--- config.mk ---
export PLATFORM = sky130hd
export DESIGN_NAME = mult32x32_fast_ctrl
export DESIGN_NICKNAME = d
export VERILOG_FILES = /design/src/rtl/mult32x32_fast_ctrl.sv
export SDC_FILE = /design/constraint.sdc
export NUM_CORES = 1
export LEC_CHECK = 0
export CAP_MARGIN = 25
export CORE_AREA = 3 3 40 42
export CTS_BUF_LIST = sky130_fd_sc_hd__clkbuf_4 sky130_fd_sc_hd__clkbuf_8
export DETAILED_ROUTE_END_ITERATION = 10
export DIE_AREA = 0 0 43 45
export PLACE_DENSITY = 0.77
export SLEW_MARGIN = 10
export SYNTH_ARGS = -nofsm -noshare
export SYNTH_HDL_FRONTEND = slang
export SYNTH_SLANG_ARGS = --single-unit
--- constraint.sdc ---
create_clock -name clk -period 1.7 [get_ports clk]
set_input_delay 0.17 -clock clk [delete_from_list [all_inputs] [get_ports clk]]
set_output_delay 0.17 -clock clk [all_outputs]
set_load 0.01 [all_outputs]
--- src/rtl/mult32x32_fast_ctrl.sv ---
// Sequences the 16x16-multiplier datapath to build a 64-bit product of two 32-bit operands.
// Partial products whose operand MSW is zero are skipped when SKIP_ZERO is set.
module mult32x32_fast_ctrl #(
   parameter int SKIP_ZERO = 1
) (
   input  logic       clk,
   input  logic       reset,
   input  logic       start,
   input  logic       a_msw_is_0,
   input  logic       b_msw_is_0,
   output logic       busy,
   output logic       done,
   output logic       a_sel,
   output logic       b_sel,
   output logic [1:0] shift_sel,
   output logic       upd_prod,
   output logic       clr_prod,
   output logic [2:0] steps
);

   typedef enum logic [2:0] {
      IDLE = 3'd0,
      P00  = 3'd1,
      P01  = 3'd2,
      P10  = 3'd3,
      P11  = 3'd4,
      DONE = 3'd5
   } state_t;

   state_t     state;
   state_t     state_nxt;
   logic [2:0] cnt;
   logic [2:0] cnt_nxt;
   logic       za;
   logic       zb;

   assign za = a_msw_is_0 && (SKIP_ZERO != 0);
   assign zb = b_msw_is_0 && (SKIP_ZERO != 0);

   always_ff @(posedge clk or negedge reset) begin
      if (!reset) begin
         state <= IDLE;
         cnt   <= 3'd0;
         steps <= 3'd0;
      end else begin
         state <= state_nxt;
         cnt   <= cnt_nxt;
         if (state_nxt == DONE) begin
            steps <= cnt;
         end
      end
   end

   // Flags are only consulted in the state being left; operands are held stable by the requester.
   always_comb begin
      state_nxt = state;
      cnt_nxt   = cnt;
      case (state)
         IDLE: begin
            if (start) begin
               state_nxt = P00;
               cnt_nxt   = 3'd1;
            end
         end
         P00: begin
            if (!zb) begin
               state_nxt = P01;
            end else if (!za) begin
               state_nxt = P10;
            end else begin
               state_nxt = DONE;
            end
         end
         P01:     state_nxt = za ? DONE : P10;
         P10:     state_nxt = zb ? DONE : P11;
         P11:     state_nxt = DONE;
         DONE:    state_nxt = IDLE;
         default: state_nxt = IDLE;
      endcase
      if (state != IDLE && state_nxt inside {P01, P10, P11}) begin
         cnt_nxt = cnt + 3'd1;
      end
   end

   always_comb begin
      busy      = 1'b0;
      done      = 1'b0;
      a_sel     = 1'b0;
      b_sel     = 1'b0;
      shift_sel = 2'b00;
      upd_prod  = 1'b0;
      clr_prod  = 1'b0;
      case (state)
         IDLE: clr_prod = start && reset;
         P00: begin
            busy     = 1'b1;
            upd_prod = 1'b1;
         end
         P01: begin
            busy      = 1'b1;
            b_sel     = 1'b1;
            shift_sel = 2'b01;
            upd_prod  = 1'b1;
         end
         P10: begin
            busy      = 1'b1;
            a_sel     = 1'b1;
            shift_sel = 2'b01;
            upd_prod  = 1'b1;
         end
         P11: begin
            busy      = 1'b1;
            a_sel     = 1'b1;
            b_sel     = 1'b1;
            shift_sel = 2'b10;
            upd_prod  = 1'b1;
         end
         DONE: begin
            busy = 1'b1;
            done = 1'b1;
         end
         default: begin
            busy = 1'b0;
         end
      endcase
   end

   a_no_hazard: assert property (@(posedge clk) disable iff (!reset) !(upd_prod && clr_prod));
   a_no_shift3: assert property (@(posedge clk) disable iff (!reset) shift_sel != 2'b11);

endmodule

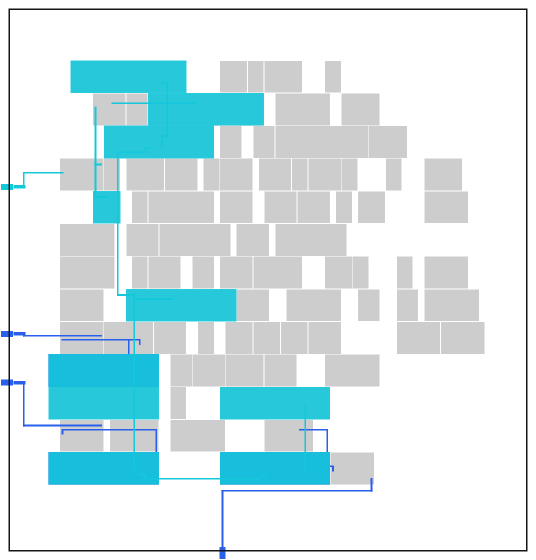
Figure 1: wires at chosen ports, followed through buffers.
(12 px per um)
Key: cyan = reset [bits 1, direction input, edge west, end cells 10, wire 78.5 um]; blue = steps [bits 3, direction output, edge 2 west, 1 south, end cells 3, wire 62.8 um]

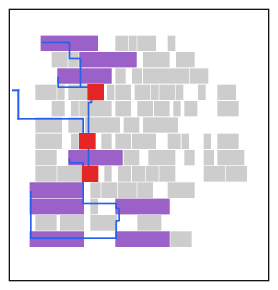
Figure 2: clock wires, drivers and flops.
(6 px per um)
Key: blue = clock wires [length 103 um]; red = clock-net drivers [count 3]; purple = flip-flops [count 9]
There are 4 routed clock nets.

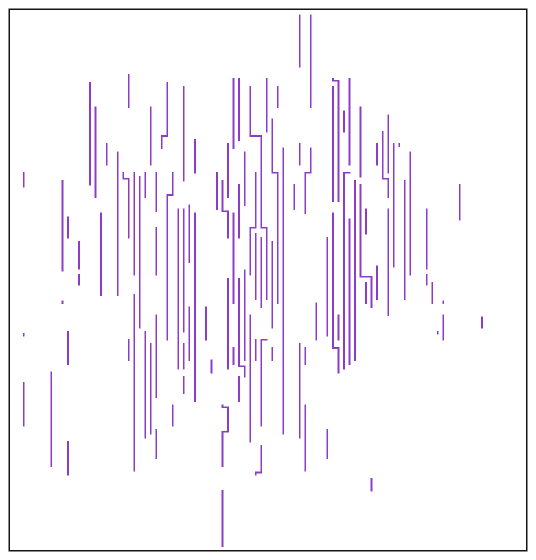
Figure 3: metal 2.
(12 px per um)
84 nets have wire on it. The longest straight run is 23.8 um.

==> GITHUB_STEP_SUMMARY <==
## Implementation flow summary

| Metric | Value |
|---|---|
| Status | finished clean |
| Clk_lat worst skew | 0.25 ns |
| Clock-pin slew on the worst setup and hold paths | 0.06 ns |
| Diodes inserted | 0 |
| HPWL Detailed | 1010 um |
| Power per cell area | 1970 nW/um^2 |
| Final TNS setup | 0 ns |
| Crit share post-route | 93.8% |
| Top cells, area | dfrtp_1, buf_6, mux2_2 |
| Final worst-path setup slack | 0.106 ns |
| IO Pins | 16 |
| Switch Pwr | 662 uW |
| Hold Crit Class | input port to async pin |
| Via Count | 516 |
| Main synth FF type | dfrtp_1 |
| Slowest CP cell | clkdlybuf4s50_1 |
| GRT Residual Overflow | 0 |
| CTS tree | yes |
| VDD IR max | 1.09 mV |
| Worst-margin pin slew | 0.253 ns |
| Sw Share | 39.6% |
| Initial antenna violation count | 0 |
| Layout cells sized above 1 | 32.1% |
| Leakage dissipation | 0.452 nW |
| Unrepaired setup endpoints after global routing | false |
| Post-synthesis instance area | 581 um^2 |
| Crit path max fanout | 4 |
| Floorplan utilization | 45.2% |
| Pre-CTS setup slack | 0.106 ns |
| # DRC | 0 |
| Critical path type | register to primary output |
| First-pass GRT wire length | 2130 um |
| Syn avg cell area | 10.0 um^2 |
| Ys cells | 58 |
| Die Area | 1940 um^2 |
| Seq pwr share | 25.1% |
| Post-Route WL | 1310 um |
| Clk buf depth | 2 |
| Crit path required time | 1.53 ns |
| Syn Nets | 65 |
| Worst EP arrival | 1.42 ns |
| Seq cells post-synth | 9 |
| RR Startpoint | state[0]$_DFF_PN0_ |
| Mapped Cells | 58 |
| Max-slew violations | 0 |
| H-tree depth | 1 |
| Largest net degree at the start of global routing | 10 |
| Max incr delay on CP | 0.53 ns |
| Number of DRC markers after the initial detailed-route iteration | 5 |
| Max-area cell share | 38.8% |
| Vias in the first global route | 534 |
| # setup viols final | 0 |
| Clk sinks | 9 |
| Non-Filler Instances | 99 |
| Relative slew slack | 83.2% |
| Reg2Reg Capture Point | cnt[0]$_DFFE_PN0P_ |
| Startpoint types | register |
| Total internal power | 1.01 mW |
| Hold_ws | 0.221 ns |
| Cell Type Count | 25 |
| Area growth syn-to-layout | 46.3% |
| Die Wd | 43 um |
| Final min period | 1.59 ns |
| Reg2Reg Depth | 5 |
| Synthesis Warnings | 0 |
| WL/cell | 13.2 um |
| Number of enable flip-flop cells | 0 |
| Die height | 45 um |
| Root Buffer | clkbuf_4 |
| Log Warnings | 27 |
| Async SR Flop Fraction | 100% |
| Total CTS buffers | 3 |
| Post-detailed-route count of antenna-violating nets | 0 |
| R2r setup slk | 0.14 ns |
| Sequence of cells on the critical path | inv_1 > ha_1 > clkdlybuf4s50_1 |
| Area leader, netlist | dfrtp_1 |
| Buffers added on ports | 15 |
| DR pass1 iterations | 4 |
| Vias per inst | 5.21 |
| Combinational fraction of design power | 65.4% |
| RePlAce Congestion | 0.774 |
| Yosys stat area | 581 um^2 |
| Worst clock skew | 0.00715 ns |
| Max-cap viol count | 0 |
| # nets final | 92 |
| Clock Power Share | 9.5% |
| Crit. End Element | primary output |
| Row count | 13 |
| Gr usage total | 14.6% |
| Seq/Total Area, Yosys | 38.8% |
| Final hold violation count | 0 |
| Core Box Area | 1280 um^2 |
| Dpl cells | 92 |
| Fmax | 0.627 GHz |
==> final cells by class <==
cell class | count | area (um^2)
multi-input cells | 40 | 320
clock inverters | 1 | 5.00
inverters | 6 | 22.5
well taps | 15 | 18.8
repair buffers | 25 | 233
flip-flops and latches | 9 | 228
clock buffers | 3 | 22.5
fillers | 102 | 435
==> layout by cell type (no fill, tap or decap), drive strengths merged, types with 2 or more instances in the layout <==
master / Yosys / layout
inv: 6 / 6
dfrtp: 9 / 9
clkbuf: 0 / 3
o21ai: 6 / 6
dlymetal6s2s: 0 / 4
nor2: 5 / 5
clkdlybuf4s50: 0 / 8
dlygate4sd2: 0 / 2
nand2: 5 / 5
nand2b: 3 / 3
ha: 2 / 2
buf: 3 / 10
mux2: 4 / 4
==> cell usage after synthesis, drive strengths merged, types with 2 or more instances <==
cell    instances
buf             3
dfrtp           9
ha              2
inv             6
mux2            4
nand2           5
nand2b          3
nor2            5
o21ai           6
==> timing repair <==
action                                  in CTS  in global routing
resized                                      5                 11
buffers inserted                             0                  3
hold buffers                                 0                  0
endpoints found under the setup margin       7                  4
pin swaps                                    0                  1
==> power groups by stage <==
stage	Sequential, mW	Clock, mW	Combinational, mW
final	0.420	0.158	1.09
after global routing	0.432	0.175	1.20
after CTS	0.411	0.164	1.02
after detailed placement	0.408	0	1.04
after global placement	0.399	0	1.02
after floorplan	0.397	0	0.636
==> cell families after synthesis <==
kind of cell               synth area share [%]
buffers and inverters                      9.70
adders and majority gates                  4.31
muxes                                      8.40
xor gates and xnor gates                   4.31
and+or+nand+nor                            13.8
DFF                                        38.8
AOI/OAI and AO/OA                          20.7
==> critical path: cells and delay by family (launching register included) <==
kind                     cells  cell delay [ns]
buffers and inverters        2             0.63
adder cells (fa/ha/maj)      1             0.15
flip-flops                   1             0.41
==> state kept, by name, indices dropped and copies added, names as in the netlist <==
name,cells
cnt,3
state,3
steps,3
==> worst max path at each step <==
stage / from / to / slack (ns) / cells after the start
2_1_floorplan: state[1]$_DFF_PN0_ / steps[0]$_DFFE_PN0N_ / 0.31 / 4
3_3_place_gp: state[1]$_DFF_PN0_ / clr_prod / 0.12 / 3
3_5_place_dp: state[1]$_DFF_PN0_ / clr_prod / 0.11 / 3
4_1_cts: state[0]$_DFF_PN0_ / clr_prod / -0.09 / 3
5_1_grt: state[1]$_DFF_PN0_ / busy / 0.04 / 4
6_report: state[2]$_DFF_PN0_ / shift_sel[0] / 0.11 / 3
==> through the flow <==
step | instance area (um^2) | power (mW) | utilization (%)
after floorplan | 581 | 1.03 | -
after global placement | 768 | 1.42 | 59.8
after detailed placement | 768 | 1.45 | 59.8
after CTS | 798 | 1.59 | 62.1
after global routing | 850 | 1.81 | 66.1
final | 850 | 1.67 | 66.1
==> metal layers <==
metal / vias to the layer above / wire [um] / track usage, %
li1: 249 / - / -
met1: 248 / 550 / 18.3
met2: 17 / 661 / 24.9
met3: 2 / 88 / 2.39
met4: 0 / 4 / 6.63
met5: - / 0 / 0
Power figures rest on the tool's default switching activity, not on a simulated workload.
